$ cat src/rtl/fft_pkg.sv
// Shared types for the 8-point FFT front end.
package fft_pkg;

    localparam int FFT_N = 8;
    localparam int FFT_W = 16;
    localparam int IDX_W = $clog2(FFT_N);

    typedef struct packed {
        logic signed [FFT_W-1:0] re;
        logic signed [FFT_W-1:0] im;
    } cplx_t;

    typedef enum logic [1:0] {
        LD_IDLE,
        LD_WRITE,
        LD_START,
        LD_WAIT
    } ld_state_t;

endpackage

$ cat src/rtl/fft_frame_bank.sv
// One frame of complex samples: indexed write, parallel read.
module fft_frame_bank
    import fft_pkg::*;
(
    input  logic                   clk,
    input  logic                   rst_n,
    input  logic                   we,
    input  logic [IDX_W-1:0]       idx,
    input  cplx_t                  din,
    output cplx_t [FFT_N-1:0]      dout
);

    always_ff @(posedge clk or negedge rst_n) begin
        if (!rst_n) begin
            dout <= '0;
        end else if (we) begin
            dout[idx] <= din;
        end
    end

endmodule

$ cat src/rtl/fft_frame_loader.sv
// Stream-to-frame ping-pong loader that feeds and sequences the FFT core.
module fft_frame_loader
    import fft_pkg::*;
#(
    parameter int WIDTH = 16,
    parameter int N     = 8
) (
    input  logic             CLK,
    input  logic             RST_N,
    input  logic             s_valid,
    output logic             s_ready,
    input  logic [WIDTH-1:0] s_real,
    input  logic [WIDTH-1:0] s_imag,
    input  logic             s_last,
    output logic             write,
    output logic             start,
    input  logic             fft_ready,
    output logic [WIDTH-1:0] in0_real,
    output logic [WIDTH-1:0] in0_imag,
    output logic [WIDTH-1:0] in1_real,
    output logic [WIDTH-1:0] in1_imag,
    output logic [WIDTH-1:0] in2_real,
    output logic [WIDTH-1:0] in2_imag,
    output logic [WIDTH-1:0] in3_real,
    output logic [WIDTH-1:0] in3_imag,
    output logic [WIDTH-1:0] in4_real,
    output logic [WIDTH-1:0] in4_imag,
    output logic [WIDTH-1:0] in5_real,
    output logic [WIDTH-1:0] in5_imag,
    output logic [WIDTH-1:0] in6_real,
    output logic [WIDTH-1:0] in6_imag,
    output logic [WIDTH-1:0] in7_real,
    output logic [WIDTH-1:0] in7_imag,
    output logic             frame_done,
    output logic             frame_err
);

    ld_state_t         state;
    logic              fill_bank;
    logic              send_bank;
    logic [IDX_W-1:0]  fill_idx;
    logic [1:0]        full;
    logic              fft_ready_q;

    logic              acc;
    logic              at_end;
    logic              done_fill;
    logic              bad_fill;
    logic              rel;
    logic [1:0]        set_full;
    logic [1:0]        clr_full;
    cplx_t             din;
    cplx_t [FFT_N-1:0] rd0;
    cplx_t [FFT_N-1:0] rd1;
    cplx_t [FFT_N-1:0] rd;

    assign s_ready   = ~full[fill_bank];
    assign acc       = s_valid & s_ready;
    assign at_end    = fill_idx == IDX_W'(N - 1);
    assign done_fill = acc & at_end & s_last;
    assign bad_fill  = acc & (at_end ^ s_last);
    assign rel       = (state == LD_WAIT) & fft_ready & ~fft_ready_q;
    assign din       = '{re: s_real, im: s_imag};

    assign set_full = {done_fill & fill_bank, done_fill & ~fill_bank};
    assign clr_full = {rel & send_bank, rel & ~send_bank};

    fft_frame_bank u_bank0 (
        .clk   (CLK),
        .rst_n (RST_N),
        .we    (acc & ~fill_bank),
        .idx   (fill_idx),
        .din   (din),
        .dout  (rd0)
    );

    fft_frame_bank u_bank1 (
        .clk   (CLK),
        .rst_n (RST_N),
        .we    (acc & fill_bank),
        .idx   (fill_idx),
        .din   (din),
        .dout  (rd1)
    );

    assign rd = send_bank ? rd1 : rd0;

    assign in0_real = rd[0].re;
    assign in0_imag = rd[0].im;
    assign in1_real = rd[1].re;
    assign in1_imag = rd[1].im;
    assign in2_real = rd[2].re;
    assign in2_imag = rd[2].im;
    assign in3_real = rd[3].re;
    assign in3_imag = rd[3].im;
    assign in4_real = rd[4].re;
    assign in4_imag = rd[4].im;
    assign in5_real = rd[5].re;
    assign in5_imag = rd[5].im;
    assign in6_real = rd[6].re;
    assign in6_imag = rd[6].im;
    assign in7_real = rd[7].re;
    assign in7_imag = rd[7].im;

    // A malformed frame restarts the same bank; it is never marked full.
    always_ff @(posedge CLK or negedge RST_N) begin
        if (!RST_N) begin
            fill_bank <= 1'b0;
            fill_idx  <= '0;
            frame_err <= 1'b0;
        end else begin
            frame_err <= bad_fill;
            if (acc) begin
                if (done_fill || bad_fill) begin
                    fill_idx <= '0;
                end else begin
                    fill_idx <= fill_idx + 1'b1;
                end
                if (done_fill) begin
                    fill_bank <= ~fill_bank;
                end
            end
        end
    end

    always_ff @(posedge CLK or negedge RST_N) begin
        if (!RST_N) begin
            full <= '0;
        end else begin
            full <= (full | set_full) & ~clr_full;
        end
    end

    // Release needs a fresh rising edge of fft_ready seen while waiting.
    always_ff @(posedge CLK or negedge RST_N) begin
        if (!RST_N) begin
            state       <= LD_IDLE;
            send_bank   <= 1'b0;
            fft_ready_q <= 1'b0;
            write       <= 1'b0;
            start       <= 1'b0;
            frame_done  <= 1'b0;
        end else begin
            fft_ready_q <= fft_ready;
            write       <= 1'b0;
            start       <= 1'b0;
            frame_done  <= 1'b0;
            unique case (state)
                LD_IDLE: begin
                    if (full[send_bank]) begin
                        write <= 1'b1;
                        state <= LD_WRITE;
                    end
                end
                LD_WRITE: begin
                    start <= 1'b1;
                    state <= LD_START;
                end
                LD_START: begin
                    state <= LD_WAIT;
                end
                LD_WAIT: begin
                    if (rel) begin
                        send_bank  <= ~send_bank;
                        frame_done <= 1'b1;
                        state      <= LD_IDLE;
                    end
                end
                default: state <= LD_IDLE;
            endcase
        end
    end

endmodule

$ cat config.mk
export PLATFORM = sky130hd
export DESIGN_NAME = fft_frame_loader
export DESIGN_NICKNAME = d
export VERILOG_FILES = /design/src/rtl/fft_pkg.sv /design/src/rtl/fft_frame_bank.sv /design/src/rtl/fft_frame_loader.sv
export SDC_FILE = /design/constraint.sdc
export NUM_CORES = 1
export LEC_CHECK = 0
export CAP_MARGIN = 20
export CORE_MARGIN = 10
export CORE_UTILIZATION = 50
export DETAILED_ROUTE_END_ITERATION = 10
export GPL_ROUTABILITY_DRIVEN = 0
export HOLD_SLACK_MARGIN = 0.12
export PLACE_DENSITY = 0.73
export SLEW_MARGIN = 20
export SYNTH_ARGS = -nofsm -noshare
export SYNTH_HDL_FRONTEND = slang
export SYNTH_SLANG_ARGS = --single-unit
$ cat constraint.sdc
create_clock -name CLK -period 2.02 [get_ports CLK]
set_input_delay 0.404 -clock CLK [delete_from_list [all_inputs] [get_ports CLK]]
set_output_delay 0.404 -clock CLK [all_outputs]
set_load 0.02 [all_outputs]
Fig. 1: run 1, clock wiring as the flow saved it
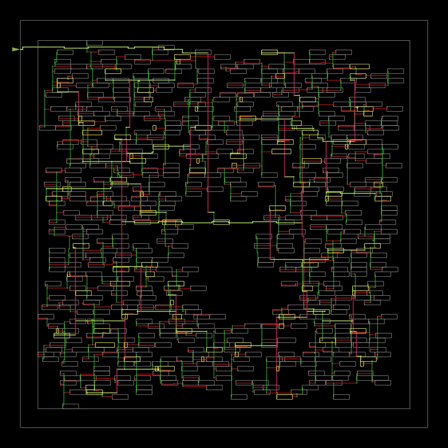
Clk. pwr: 10.0 mW
Setup Skew: 0.0202 ns

Fig. 2: run 1, drive-strength map
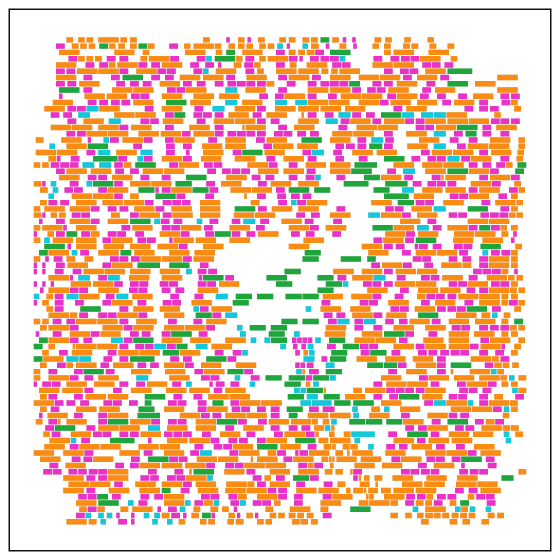
- x1 and smaller: orange (cells 795)
- x6 and larger: green (cells 143)
- x3 and x4: cyan (cells 128)
- x2: magenta (cells 786)

Fig. 3: run 1, logic cells by family
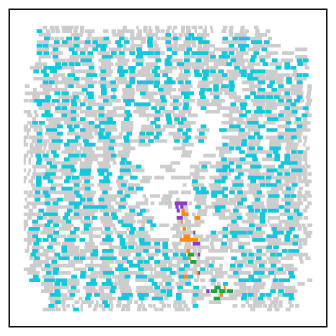
- fa/ha/maj cells: green (cells 7; most used ha_1)
- mux cells: cyan (cells 775; most used mux2_2; where all over the die)
- nand cells: purple (cells 14; most used nand2_2)
- nor cells: orange (cells 14; where bottom centre)

==> GITHUB_STEP_SUMMARY, run 1 <==
### Yosys + OpenROAD results

| Metric | Value |
|---|---|
| Cts bufs inserted | `53` |
| Clock buffer count | `72` |
| Inverters | `4` |
| Well Taps | `600` |
| Leak pwr | `14.8 nW` |
| Routed Antenna Nets | `0` |
| Worst path bufs/invs | `3` |
| Aoi share | `0.185%` |
| Cell family with most CP delay | `buffers and inverters` |
| Non-clock buffer share | `13.9%` |
| Failing checks | `negative setup slack` |
| Max layer used | `met5` |
| PD cells | `1440 nW/µm²` |
| Synth cell types | `35` |
| Flops | `526` |
| Total GRT Usage | `20.5%` |
| Status | `finished with violations` |
| Crit. Startpoint | `send_bank$_DFFE_PN0P_` |
| #MultiIn Comb | `825` |
| Input/output buffers | `297` |
| Synth-to-Final Area Change | `26.2%` |
| Mapped Area | `23,000 µm²` |
| Drt first pass iters | `4` |
| Largest class | `flip-flops and latches` |
| Worst reg2reg path endpoint | `state[1]$_DFFE_PN0P_` |
| Fmax | `392 MHz` |
| Final WS setup | `-0.529 ns` |
| Core Region | `45,500 µm²` |
| Final setup violation count | `257` |
| Fin crit share | `126%` |
| Clock Latency Late Sink | `0.61 ns` |
| Top cells by count | `mux2_2, dfrtp_1, buf_2, clkbuf_1, mux2_4` |
| Worst min path class | `in -> reg` |
| Fraction of area in multi-input gates | `32.1%` |
| MaxCap Viol Count | `0` |
| Register-to-Register Path Depth | `6` |
Fig. 4: run 1, metal 2
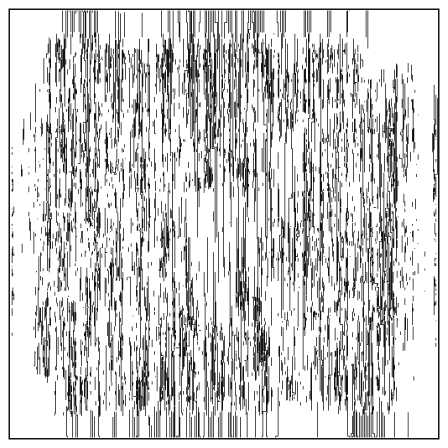

==> inputs of run 2 (changes only) <==
Settings changed: CORE_MARGIN 10 to unset.
Fig. 5: run 2, metal 2
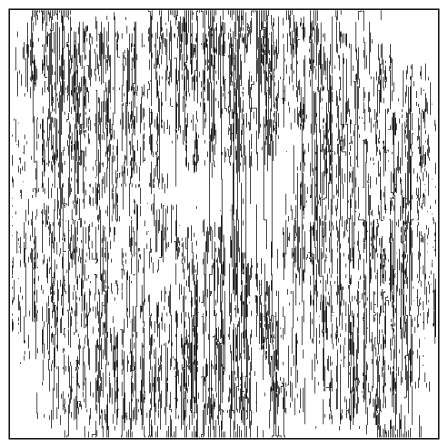
- wire length on this layer: 26.9 mm
- longest straight run: 89.2 µm
- nets with wire on the layer: 1,781

Fig. 6: run 2, drive-strength map
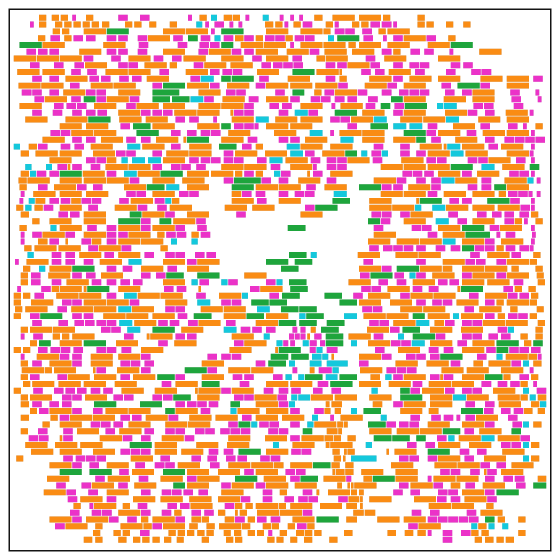
- x6 and larger: green (cells 135)
- x1 and smaller: orange (cells 802)
- x2: magenta (cells 808)
- x3 and x4: cyan (cells 114)

==> GITHUB_STEP_SUMMARY, run 2 <==
### Yosys + OpenROAD results

| Metric | Value |
|---|---|
| Total GRT Usage | `23.9%` |
| Synth cell types | `35` |
| Worst min path class | `in -> reg` |
| Final setup violation count | `257` |
| Cell family with most CP delay | `buffers and inverters` |
| Leak pwr | `14.7 nW` |
| Final Slew Violations | `0` |
| Non-clock buffer share | `13.8%` |
| Failing checks | `negative setup slack` |
| Input/output buffers | `297` |
| Final WS setup | `-0.537 ns` |
| Worst path bufs/invs | `3` |
| Cts bufs inserted | `53` |
| Fraction of area in multi-input gates | `32.2%` |
| Cts repair resizes | `388` |
| Setup Skew | `0.0154 ns` |
| Largest Pwr Group | `combinational cells` |
| #MultiIn Comb | `825` |
| Startpoint Class | `flip-flop` |
| Status | `finished with violations` |
| Synth-to-Final Area Change | `25.6%` |
| Crit. Startpoint | `send_bank$_DFFE_PN0P_` |
| Top cells by count | `mux2_2, dfrtp_1, buf_2, clkbuf_1, mux2_4` |
| Aoi share | `0.185%` |
| Largest class | `flip-flops and latches` |
| Max layer used | `met4` |
| Worst reg2reg path endpoint | `u_bank1.dout[38]$_DFFE_PN0P_` |
| PD cells | `1420 nW/µm²` |
| Ys cells | `1,473` |
| Register-to-Register Path Depth | `4` |
| Well Taps | `600` |
| Routed Antenna Nets | `0` |
| Drt first pass iters | `4` |
| Fin crit share | `127%` |
| Core Region | `45,400 µm²` |
Fig. 7: run 2, clock wiring as the flow saved it
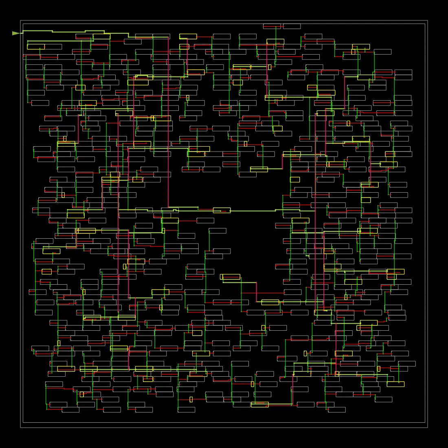
Clk. pwr: 9.57 mW
clock sink total: 526
Clock Latency Late Sink: 0.59 ns
clock buffer count: 89
Flops: 526

Fig. 8: run 2, placed cells, one colour a class
Scale bar: 50 µm. Fill, decap, tap and diode cells in grey.
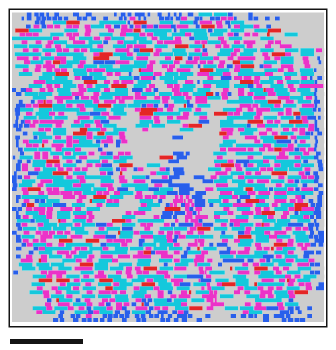

==> inputs of run 3 (changes only) <==
Settings changed: PLACE_DENSITY 0.73 to 0.83, SKIP_LAST_GASP set to 1.
Fig. 9: run 3, placed cells, one colour a class
Scale bar: 50 µm. Fill, decap, tap and diode cells in grey.
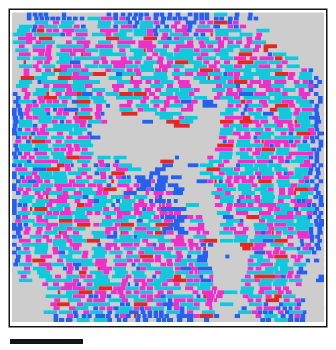
- remaining buffers and delay cells: blue (cells 420; share of their area 15%)
- clock drivers and dummy loads: red (cells 98; share of their area 6.2%)
- registers: cyan (cells 526; share of their area 46%)
- remaining logic cells: magenta (cells 829; share of their area 33%)

Fig. 10: run 3, metal 2
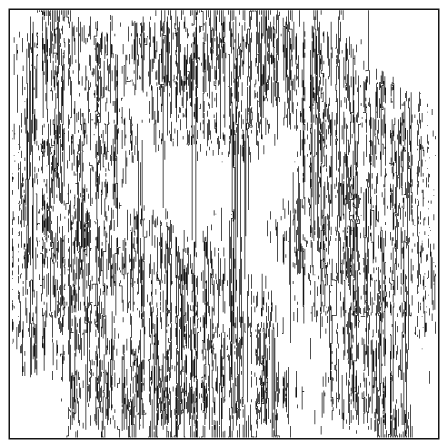
- longest straight run: 91.8 µm
- share of all routed wire: 50%
- wire length on this layer: 28.1 mm
- main direction: vertical
- nets with wire on the layer: 1,789

Fig. 11: run 3, drive-strength map
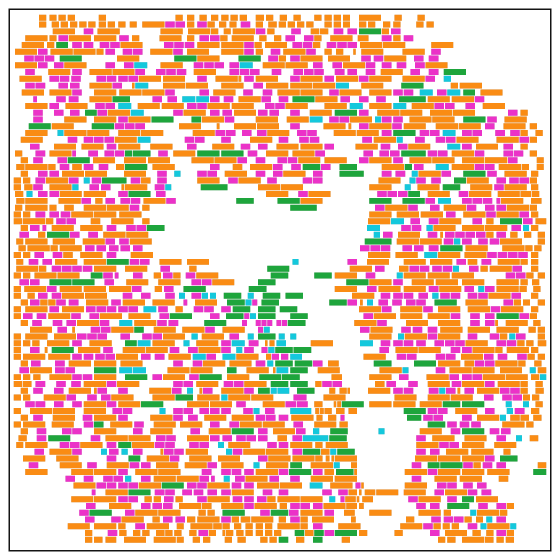
- x6 and larger: green (cells 133)
- x1 and smaller: orange (cells 882)
- x3 and x4: cyan (cells 106)
- x2: magenta (cells 752)

==> GITHUB_STEP_SUMMARY, run 3 <==
### Yosys + OpenROAD results

| Metric | Value |
|---|---|
| Setup Skew | `0.0202 ns` |
| Non-clock buffer share | `14.6%` |
| Synth-to-Final Area Change | `27.0%` |
| Core Region | `45,400 µm²` |
| Input/output buffers | `297` |
| Inverters | `4` |
| PD cells | `1430 nW/µm²` |
| Startpoint Class | `flip-flop` |
| Worst reg2reg path endpoint | `state[1]$_DFFE_PN0P_` |
| Fmax | `386 MHz` |
| Ys cells | `1,473` |
| Final setup violation count | `257` |
| MaxCap Viol Count | `0` |
| Status | `finished with violations` |
| Failing checks | `negative setup slack` |
| Leak pwr | `15.1 nW` |
| Clock buffer count | `82` |
| Final WS setup | `-0.573 ns` |
| Routed Antenna Nets | `0` |
| Fin crit share | `128%` |
| Drt first pass iters | `4` |
| Final Slew Violations | `0` |
| Mapped Area | `23,000 µm²` |
| Cell family with most CP delay | `buffers and inverters` |
| Largest class | `flip-flops and latches` |
Power and IR drop assume default switching activity.
